==> run_1/floorplan.png <==
Pins as bars on the die edge.
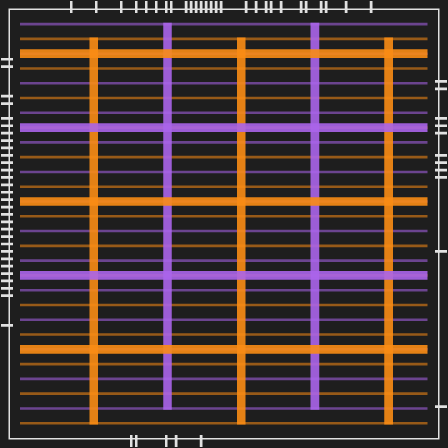
==> run_1/ff_map.png <==
Other sequential cells in the stronger gray, the rest of the logic in the fainter gray.
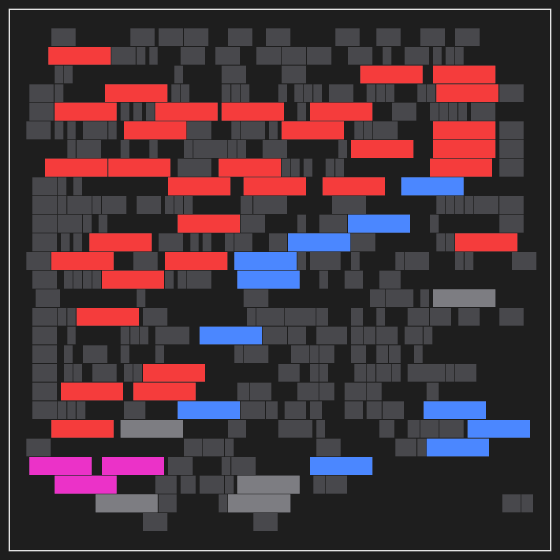
==> run_1/clock_nets.png <==
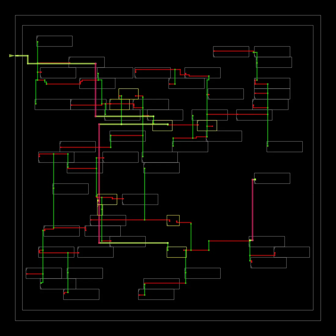
[src/rtl/convolution_2d_handshake_tx_pkg.sv]
// Shared types and helpers for the two-phase handshake transmitter.
// FSM encodings live here so every unit agrees on them.
package convolution_2d_handshake_tx_pkg;

    typedef enum logic {
        IDLE     = 1'b0,
        WAIT_ACK = 1'b1
    } tx_state_e;

    function automatic int cnt_width(input int t);
        int w;
        w = (t > 0) ? $clog2(t + 1) : 1;
        return (w < 1) ? 1 : w;
    endfunction

endpackage

[src/rtl/convolution_2d_sync.sv]
// Multi-flop synchronizer for a single-bit level crossing into clk.
// ACTIVE_HIGH=0 presents the synchronized level inverted.
module convolution_2d_sync #(
    parameter int ACTIVE_HIGH = 1,
    parameter int CYCLES      = 2
) (
    input  logic clk,
    input  logic reset_n,
    input  logic d,
    output logic q
);

    logic [CYCLES:0] sr;

    always_ff @(posedge clk or negedge reset_n) begin
        if (!reset_n) begin
            sr <= '0;
        end else begin
            sr[0] <= d;
            for (int i = 1; i <= CYCLES; i++) begin
                sr[i] <= sr[i-1];
            end
        end
    end

    assign q = (ACTIVE_HIGH != 0) ? sr[CYCLES] : ~sr[CYCLES];

endmodule

[src/rtl/convolution_2d_handshake_tx.sv]
// Two-phase request/ack transmitter: bundles one word per toggle of tx_req
// and waits for the synchronized ack to match before taking the next word.
module convolution_2d_handshake_tx
    import convolution_2d_handshake_tx_pkg::*;
#(
    parameter int WIDTH   = 32,
    parameter int CYCLES  = 2,
    parameter int TIMEOUT = 1024
) (
    input  logic             reset_n,
    input  logic             clk,
    input  logic             in_valid,
    output logic             in_ready,
    input  logic [WIDTH-1:0] in_data,
    output logic             tx_req,
    output logic [WIDTH-1:0] tx_data,
    input  logic             rx_ack,
    output logic             done,
    output logic             err_timeout,
    output logic             err_protocol
);

    localparam int            CW    = cnt_width(TIMEOUT);
    localparam logic [CW-1:0] TMAX  = CW'(TIMEOUT);
    localparam bit            TO_EN = (TIMEOUT != 0);

    tx_state_e     state_q;
    tx_state_e     state_d;
    logic          ack_s;
    logic          accept;
    logic          ack_hit;
    logic [CW-1:0] cnt_q;

    convolution_2d_sync #(
        .ACTIVE_HIGH(1),
        .CYCLES     (CYCLES)
    ) u_sync (
        .clk    (clk),
        .reset_n(reset_n),
        .d      (rx_ack),
        .q      (ack_s)
    );

    assign in_ready = (state_q == IDLE);

    always_ff @(posedge clk or negedge reset_n) begin
        if (!reset_n) begin
            state_q <= IDLE;
        end else begin
            state_q <= state_d;
        end
    end

    always_comb begin
        state_d = state_q;
        accept  = 1'b0;
        ack_hit = 1'b0;
        unique case (state_q)
            IDLE: begin
                if (in_valid) begin
                    accept  = 1'b1;
                    state_d = WAIT_ACK;
                end
            end
            WAIT_ACK: begin
                if (ack_s == tx_req) begin
                    ack_hit = 1'b1;
                    state_d = IDLE;
                end
            end
            default: state_d = IDLE;
        endcase
    end

    always_ff @(posedge clk or negedge reset_n) begin
        if (!reset_n) begin
            tx_req  <= 1'b0;
            tx_data <= '0;
            done    <= 1'b0;
        end else begin
            done <= ack_hit;
            if (accept) begin
                tx_req  <= ~tx_req;
                tx_data <= in_data;
            end
        end
    end

    // Counter saturates so a very late ack cannot wrap it back below TIMEOUT.
    always_ff @(posedge clk or negedge reset_n) begin
        if (!reset_n) begin
            cnt_q <= '0;
        end else if (accept) begin
            cnt_q <= '0;
        end else if (state_q == WAIT_ACK && cnt_q != TMAX) begin
            cnt_q <= cnt_q + 1'b1;
        end
    end

    always_ff @(posedge clk or negedge reset_n) begin
        if (!reset_n) begin
            err_timeout  <= 1'b0;
            err_protocol <= 1'b0;
        end else begin
            if (TO_EN && state_q == WAIT_ACK && cnt_q != TMAX
                && (cnt_q + 1'b1) == TMAX) begin
                err_timeout <= 1'b1;
            end
            if (state_q == IDLE && ack_s != tx_req) begin
                err_protocol <= 1'b1;
            end
        end
    end

endmodule
[config.mk]
export PLATFORM = sky130hd
export DESIGN_NAME = convolution_2d_handshake_tx
export DESIGN_NICKNAME = d
export VERILOG_FILES = /design/src/rtl/convolution_2d_handshake_tx_pkg.sv /design/src/rtl/convolution_2d_sync.sv /design/src/rtl/convolution_2d_handshake_tx.sv
export SDC_FILE = /design/constraint.sdc
export NUM_CORES = 1
export LEC_CHECK = 0
export CAP_MARGIN = 30
export CORE_MARGIN = 1.5
export CORE_UTILIZATION = 40
export CTS_CLUSTER_SIZE = 25
export DETAILED_ROUTE_END_ITERATION = 6
export HOLD_SLACK_MARGIN = 0.1
export PLACE_DENSITY_LB_ADDON = 0.15
export SYNTH_ARGS = -nofsm -noshare
export SYNTH_HDL_FRONTEND = slang
export SYNTH_SLANG_ARGS = --single-unit
[constraint.sdc]
create_clock -name clk -period 6.6 [get_ports clk]
set_clock_uncertainty 0.2 [all_clocks]
set_input_delay 1.98 -clock clk [delete_from_list [all_inputs] [get_ports clk]]
set_output_delay 1.98 -clock clk [all_outputs]
set_load 0.005 [all_outputs]
==> impl_metrics.toml, run 1 <==
# synthesis and place-and-route metrics
[route]
via_count = 1875
drtIter0Drc = 126
ant_nets = 0
first_pass_iters = 4
wl_per_cell_microns = 12.7
via_per_inst = 4.83
route.detailed.drc = 0
wl_microns = 4940

[global_routing]
grt_pass1_vias = 1838
grt_max_degree = 52
grt_pass1_wl_microns = 8440
antenna_found_initial = 0
track_usage_pct = 17.2
gr-total-overflow = 0

[place]
portBuffers = 72
hpwlAfterDp_microns = 3220
preCtsSetupSlack_ns = 2.88
gp_congestion = 0.844
dp_cells = 380

[floorplan]
chip_area_sq_mm = 0.00620
row_count = 27
num_io_pins = 73
initCoreUtil_pct = 41.7

[clock_network]
cts_resized = 0
clk_pin_slew_ns = 0.09
post-cts-setup-buffers = 0
cts_max_level = 2
postCtsHoldBufs = 0
clockBufferDepth = 2
cts_tree = "done"
clock_sinks = 51
cts_made_buffers = 5
cts_root_buf = "clkbuf_8"

[synth]
top_cell_area_share_pct = 55.6
yosys-stat-cells = 249
yosysTopAreaCell = "dfrtp_1"
avgSynthCellArea_sq_um = 9.22
fp_nets = 288
yosysChipArea_sq_mm = 0.00230
ys_warn_count = 0
synthTopCellsByArea = "dfrtp_1 56%, nand2_1 17%, mux2i_1 3.5%, clkbuf_1 2.1%, ha_1 1.6%"
async_flop_share_pct = 100
numSynthFlops = 51
syn-cell-area_sq_mm = 0.00230
ys_types = 39
syn_inst = 249
synthFlopType = "dfrtp_1"
edf_count = 0
synth_seq_share_pct = 55.6

[layout]
lay_top_count = "nand2_1"
final_nets = 354
drive_above_1_share_pct = 5.06
mostFrequentLayoutCells = "107 x nand2_1, 71 x clkdlybuf4s50_1, 51 x dfrtp_1"
syn2layout_area_growth_pct = 37.1
fin_cells = 388
final.fill_count = 512
diodes = 0

[power_and_ir_drop]
p_leak_nw = 1.50
cellPowerDensity_mw_per_mm2 = 396
finalPower_mw = 1.24

[critical_path]
path_cells = "inv_1 -> clkdlybuf4s50_1"
worstSetupStartpointType = "flop"
path_class = "reg2out"
crit_end = "in_ready"
slowest_delay_ns = 0.51
rr_worst_depth = 4
required_ns = 4.42
end_kind = "output pin"
reg2reg_slack_ns = 4.07
r2r-start = "cnt_q[4]"
crit_start = "state_q"
critPathMaxFanout = 8
crit_arrival_ns = 1.40
r2r_end = "cnt_q[4]"
critPathSlowestCell = "clkdlybuf4s50_1"

[sta]
slew_viol_final = 0
fmax_mhz = 279
hold_viol_final = 0
fin_setup_tns_ns = 0
fin_crit_ns = 3.58
max-slew-margin-rel_pct = 44.0
setup-violations-final = 0
setup_slack_ns = 3.02
worst_slew_pin_slew_ns = 0.840
fin_crit_sh_pct = 54.3
rsz0062_at_grt = "false"

[job]
warnings = 28
max_cap_violations = 0

[outcome]
status = "finished clean"

[min_path]
hold_class = "reg2reg"
Back to the opening pictures, floorplan.png:
VSS: marked orange. VDD: marked purple.
73 signal pins sit on the boundary. 28 met1 rails follow the rows.
Core ar.: 0.00551 sq mm
Die H: 78.8 microns
Peak VDD IR: 175 uV
Die Wd: 78.8 microns

Back to the opening pictures, ff_map.png:
`tx_data`: marked red, placed flops 32. `u_sync.sr`: marked magenta, placed flops 3. `cnt_q`: marked blue, placed flops 11.
register area: 0.00128 sq mm
total sequential power: 0.537 mW
fraction of area in registers: 40.6%
fin util: 57.1%

Back to the opening pictures, clock_nets.png:
clock-net power: 0.189 mW
Clock Latency Late Sink: 0.30 ns

==> run 1: area by class of cell <==
class | instances | area, sq um | share of cell area, %
repair buffers | 75 | 738 | 23.5
inverters | 4 | 15.0 | 0.477
clock inverters | 1 | 8.76 | 0.278
flip-flops and latches | 51 | 1280 | 40.6
well taps | 72 | 90.1 | 2.86
clock buffers | 7 | 86.3 | 2.74
multi-input cells | 178 | 932 | 29.6
==> run 1: how the worst min path moves through the flow <==
| stage | start | end | slack (ns) | cells after the start |
|---|---|---|---|---|
| 2_1_floorplan | u_sync.sr[0] | u_sync.sr[1] | 0.13 | 0 |
| 3_3_place_gp | u_sync.sr[1] | u_sync.sr[2] | 0.13 | 0 |
| 3_5_place_dp | u_sync.sr[1] | u_sync.sr[2] | 0.14 | 0 |
| 4_1_cts | u_sync.sr[1] | u_sync.sr[2] | 0.16 | 0 |
| 5_1_grt | u_sync.sr[0] | u_sync.sr[1] | 0.17 | 0 |
| 6_report | u_sync.sr[1] | u_sync.sr[2] | 0.15 | 0 |
==> run 1: worst max-delay path: cells and delay by family (launching register included) <==
kind,cells,cell delay [ns]
DFF,1,0.49
buffers and inverters,2,0.62
==> run 1: power breakdown <==
group	total, mW	leakage (nW)	internal [mW]	switching, mW
clock network	0.189	0.0484	0.0861	0.103
logic	0.519	0.814	0.301	0.218
registers	0.537	0.636	0.435	0.102
==> run 1: per-stage QoR <==
| step | hold WS (ns) | utilization, % | area (sq um) |
|---|---|---|---|
| finish | 0.154 | 57.1 | 3150 |
| global route | 0.168 | 57.1 | 3150 |
| CTS | 0.158 | 57.1 | 3150 |
| detailed placement | 0.136 | 55.4 | 3050 |
| global placement | 0.133 | 55.4 | 3050 |
| floorplan | 0.131 | - | 2300 |
==> run 1: registers in the layout, indices dropped and copies added, names as in the netlist <==
register and flops:
err_timeout 1, err_protocol 1, done 1, u_sync.sr 3
tx_req 1, tx_data 32, cnt_q 11, state_q 1
==> run 1: Yosys cell counts (2+ instances only) <==
library cell	instances
ha_1	3
a22o_1	2
clkbuf_1	13
mux2i_1	8
nand4_1	3
a21o_1	3
nand2_1	107
and3_1	2
a21oi_1	3
nor3_1	5
inv_1	4
dfrtp_1	51
buf_6	2
mux2_2	2
nand3_1	6
xnor2_1	2
xor2_1	4
nor2_1	8
==> run 1: routing by layer <==
| metal | track usage (%) | part of all wire, % |
|---|---|---|
| met4 | 5.54 | 1.5 |
| met1 | 22.8 | 47 |
| met3 | 5.98 | 7.2 |
| met2 | 26.5 | 45 |
| met5 | 0 | 0 |
==> run 1: cell families (layout without fill, tap and decap cells) <==
| logic type | after synthesis | count (layout) | share of synthesized area, % |
|---|---|---|---|
| AND/OR/NAND/NOR | 140 | 140 | 25.3 |
| flip-flops | 51 | 51 | 55.6 |
| buffers and inverters | 20 | 87 | 3.92 |
| AND-OR/OR-AND | 17 | 17 | 5.61 |
| multiplexers | 12 | 12 | 5.61 |
| XOR/XNOR | 6 | 6 | 2.29 |
| adder cells (fa/ha/maj) | 3 | 3 | 1.64 |
==> run_1/gates.png <==
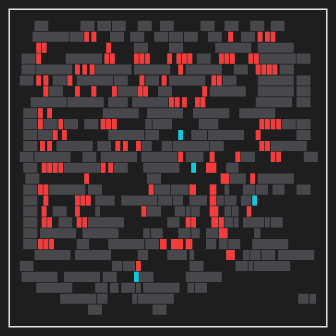

--- run 2 (diff from run 1) ---
==> constraint.sdc (replaced) <==
create_clock -name clk -period 2.95 [get_ports clk]
set_clock_uncertainty 0.2 [all_clocks]
set_input_delay 0.885 -clock clk [delete_from_list [all_inputs] [get_ports clk]]
set_output_delay 0.885 -clock clk [all_outputs]
set_load 0.005 [all_outputs]
==> run_2/gates.png <==
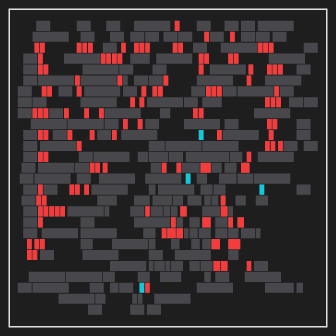
inv cells: marked cyan, cells 4, where middle. nand cells: marked red, cells 119.
logic share of the area: 29.2%
most used logic cell in the final layout: nand2_1
Non-Filler Instances: 390

==> run_2/floorplan.png <==
Pins as bars on the die edge.
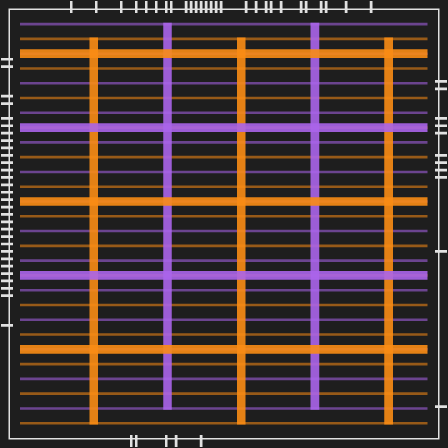
Peak VDD IR: 445 uV

==> impl_metrics.toml, run 2 <==
# synthesis and place-and-route metrics
[global_routing]
grt_pass1_wl_microns = 8700
antenna_found_initial = 0
track_usage_pct = 17.6
grt_pass1_vias = 1839
gr-total-overflow = 0
grt_max_degree = 52

[job]
warnings = 28
max_cap_violations = 0

[layout]
drive_above_1_share_pct = 5.66
reg.largest.list = "tx_data x32, cnt_q x11, u_sync.sr x3"
comb_area_sq_um = 932
top_register = "tx_data"
largest_reg_flops = 32
diodes = 0
syn2layout_area_growth_pct = 38.9
final_nets = 357
final.fill_count = 495
mostFrequentLayoutCells = "107 x nand2_1, 71 x clkdlybuf4s50_1, 51 x dfrtp_1"
seqCellArea_sq_mm = 0.00128

[synth]
ys_warn_count = 0
yosys-top-cells-count = "107 x nand2_1, 51 x dfrtp_1, 13 x clkbuf_1, 8 x mux2i_1, 8 x nor2_1"
yosysChipArea_sq_mm = 0.00230
yosysTopAreaCell = "dfrtp_1"
synthTopCellsByArea = "dfrtp_1 56%, nand2_1 17%, mux2i_1 3.5%, clkbuf_1 2.1%, ha_1 1.6%"
synth_seq_share_pct = 55.6
syn_inst = 249
top_cell_area_share_pct = 55.6
edf_count = 0
async_flop_share_pct = 100
syn-cell-area_sq_mm = 0.00230
numSynthFlops = 51
ys_types = 39
avgSynthCellArea_sq_um = 9.22
fp_nets = 288
yosys-stat-cells = 249
synth_dominant_cell_count = "nand2_1"
synthFlopType = "dfrtp_1"

[sta]
fin_crit_sh_pct = 83.8
setup-violations-final = 0
hold_viol_final = 0
slew_viol_final = 0
rsz0062_at_grt = "false"
fin_crit_ns = 2.47
fin_setup_tns_ns = 0
setup_slack_ns = 0.477
max-slew-margin-rel_pct = 60.8
fmax_mhz = 404
worst_slew_pin_slew_ns = 0.588

[critical_path]
crit_arrival_ns = 1.39
required_ns = 1.87
critPathMaxFanout = 8
path_class = "reg2out"
end_kind = "output pin"
worstSetupStartpointType = "flop"

[route]
via_count = 1897
wl_microns = 4980
route.detailed.drc = 0
ant_nets = 0
first_pass_iters = 4
drtIter0Drc = 147
wl_per_cell_microns = 12.8
via_per_inst = 4.86

[floorplan]
dieHeight_microns = 78.8
fp.coreArea_sq_mm = 0.00551
num_io_pins = 73
die_w_microns = 78.8
row_count = 27
chip_area_sq_mm = 0.00620
initCoreUtil_pct = 41.7

[clock_network]
cts_tree = "done"
post-cts-setup-buffers = 0
cts_max_level = 2
cts_made_buffers = 5
clockBufferDepth = 2
postCtsHoldBufs = 0
insertion_delay_ns = 0.30
clk_pin_slew_ns = 0.09
cts_resized = 0
cts_root_buf = "clkbuf_8"

[power_and_ir_drop]
power.switching_mw = 0.944
p_comb_share_pct = 41.5
p_clk_share_pct = 16.5
cellPowerDensity_mw_per_mm2 = 896
p_leak_nw = 1.52
sequentialPowerShare_pct = 42.0
p_int_mw = 1.92
switching_share_pct = 33.0

[place]
gp_congestion = 0.820
portBuffers = 72
dp_cells = 383
preCtsSetupSlack_ns = 0.502
hpwlAfterDp_microns = 3410

[min_path]
hold_class = "reg2reg"

[outcome]
status = "finished clean"
==> run_2/clock_nets.png <==
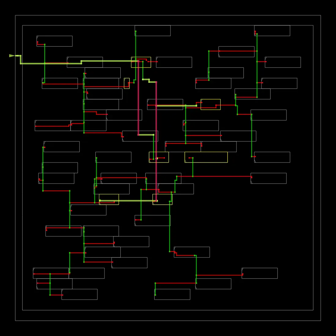
Clock Sinks: 51
clk_buf instances: 6
clock-net power: 0.471 mW
sequential cells: 51

==> run 2: cell families after synthesis <==
group	count (synthesis)	share of synthesized area, %
AOI/OAI and AO/OA	17	5.61
xor gates and xnor gates	6	2.29
adders and majority gates	3	1.64
buffers and inverters	20	3.92
DFF	51	55.6
muxes	12	5.61
and+or+nand+nor	140	25.3
==> run 2: layout make-up <==
cell class / count / share of cell area, %
flip-flops and latches: 51 / 40.0
multi-input cells: 178 / 29.2
repair buffers: 78 / 24.2
well taps: 72 / 2.82
clock buffers: 6 / 2.28
clock inverters: 1 / 0.942
inverters: 4 / 0.471
==> run 2: metrics by stage <==
| stage | hold slack (ns) | area, sq um | utilization (%) | power [mW] |
|---|---|---|---|---|
| after floorplan | 0.131 | 2300 | - | 1.74 |
| after global placement | 0.135 | 3090 | 56.1 | 2.39 |
| after detailed placement | 0.137 | 3090 | 56.1 | 2.41 |
| after CTS | 0.158 | 3190 | 57.9 | 2.89 |
| after global routing | 0.167 | 3190 | 57.9 | 3.10 |
| final | 0.155 | 3190 | 57.9 | 2.86 |
==> run 2: critical path, cell delays in order (launching register included) <==
cell	delay [ns]
dfrtp_1	0.48
inv_1	0.11
clkdlybuf4s50_1	0.50
==> run 2: worst paths after layout <==
path / from / to / slack (ns) / cells past startpoint
min in group asynchronous: reset_n / cnt_q[3] / 0.35 / 2
hold reg to reg: u_sync.sr[0] / u_sync.sr[1] / 0.15 / 0
setup / recovery: state_q / in_ready / 0.48 / 2
setup reg to reg: cnt_q[4] / cnt_q[4] / 0.56 / 4
hold / removal: u_sync.sr[0] / u_sync.sr[1] / 0.15 / 0
max in group asynchronous: reset_n / cnt_q[1] / 1.95 / 2
==> run 2: metal layers <==
| layer | routed length (microns) | up-vias | GRT usage (%) |
|---|---|---|---|
| li1 | - | 940 | - |
| met1 | 2280 | 891 | 23.5 |
| met2 | 2260 | 60 | 28.2 |
| met3 | 396 | 6 | 5.40 |
| met4 | 49 | 0 | 4.29 |
| met5 | 0 | - | 0 |
==> run 2: power by group through the flow <==
stage               Combinational (mW)  Sequential, mW  Clock, mW
floorplan                        0.581            1.16          0
global placement                  1.19            1.21          0
detailed placement                1.21            1.20          0
CTS                               1.21            1.20      0.485
global route                      1.33            1.25      0.514
finish                            1.19            1.20      0.471
Power and IR drop assume default switching activity.
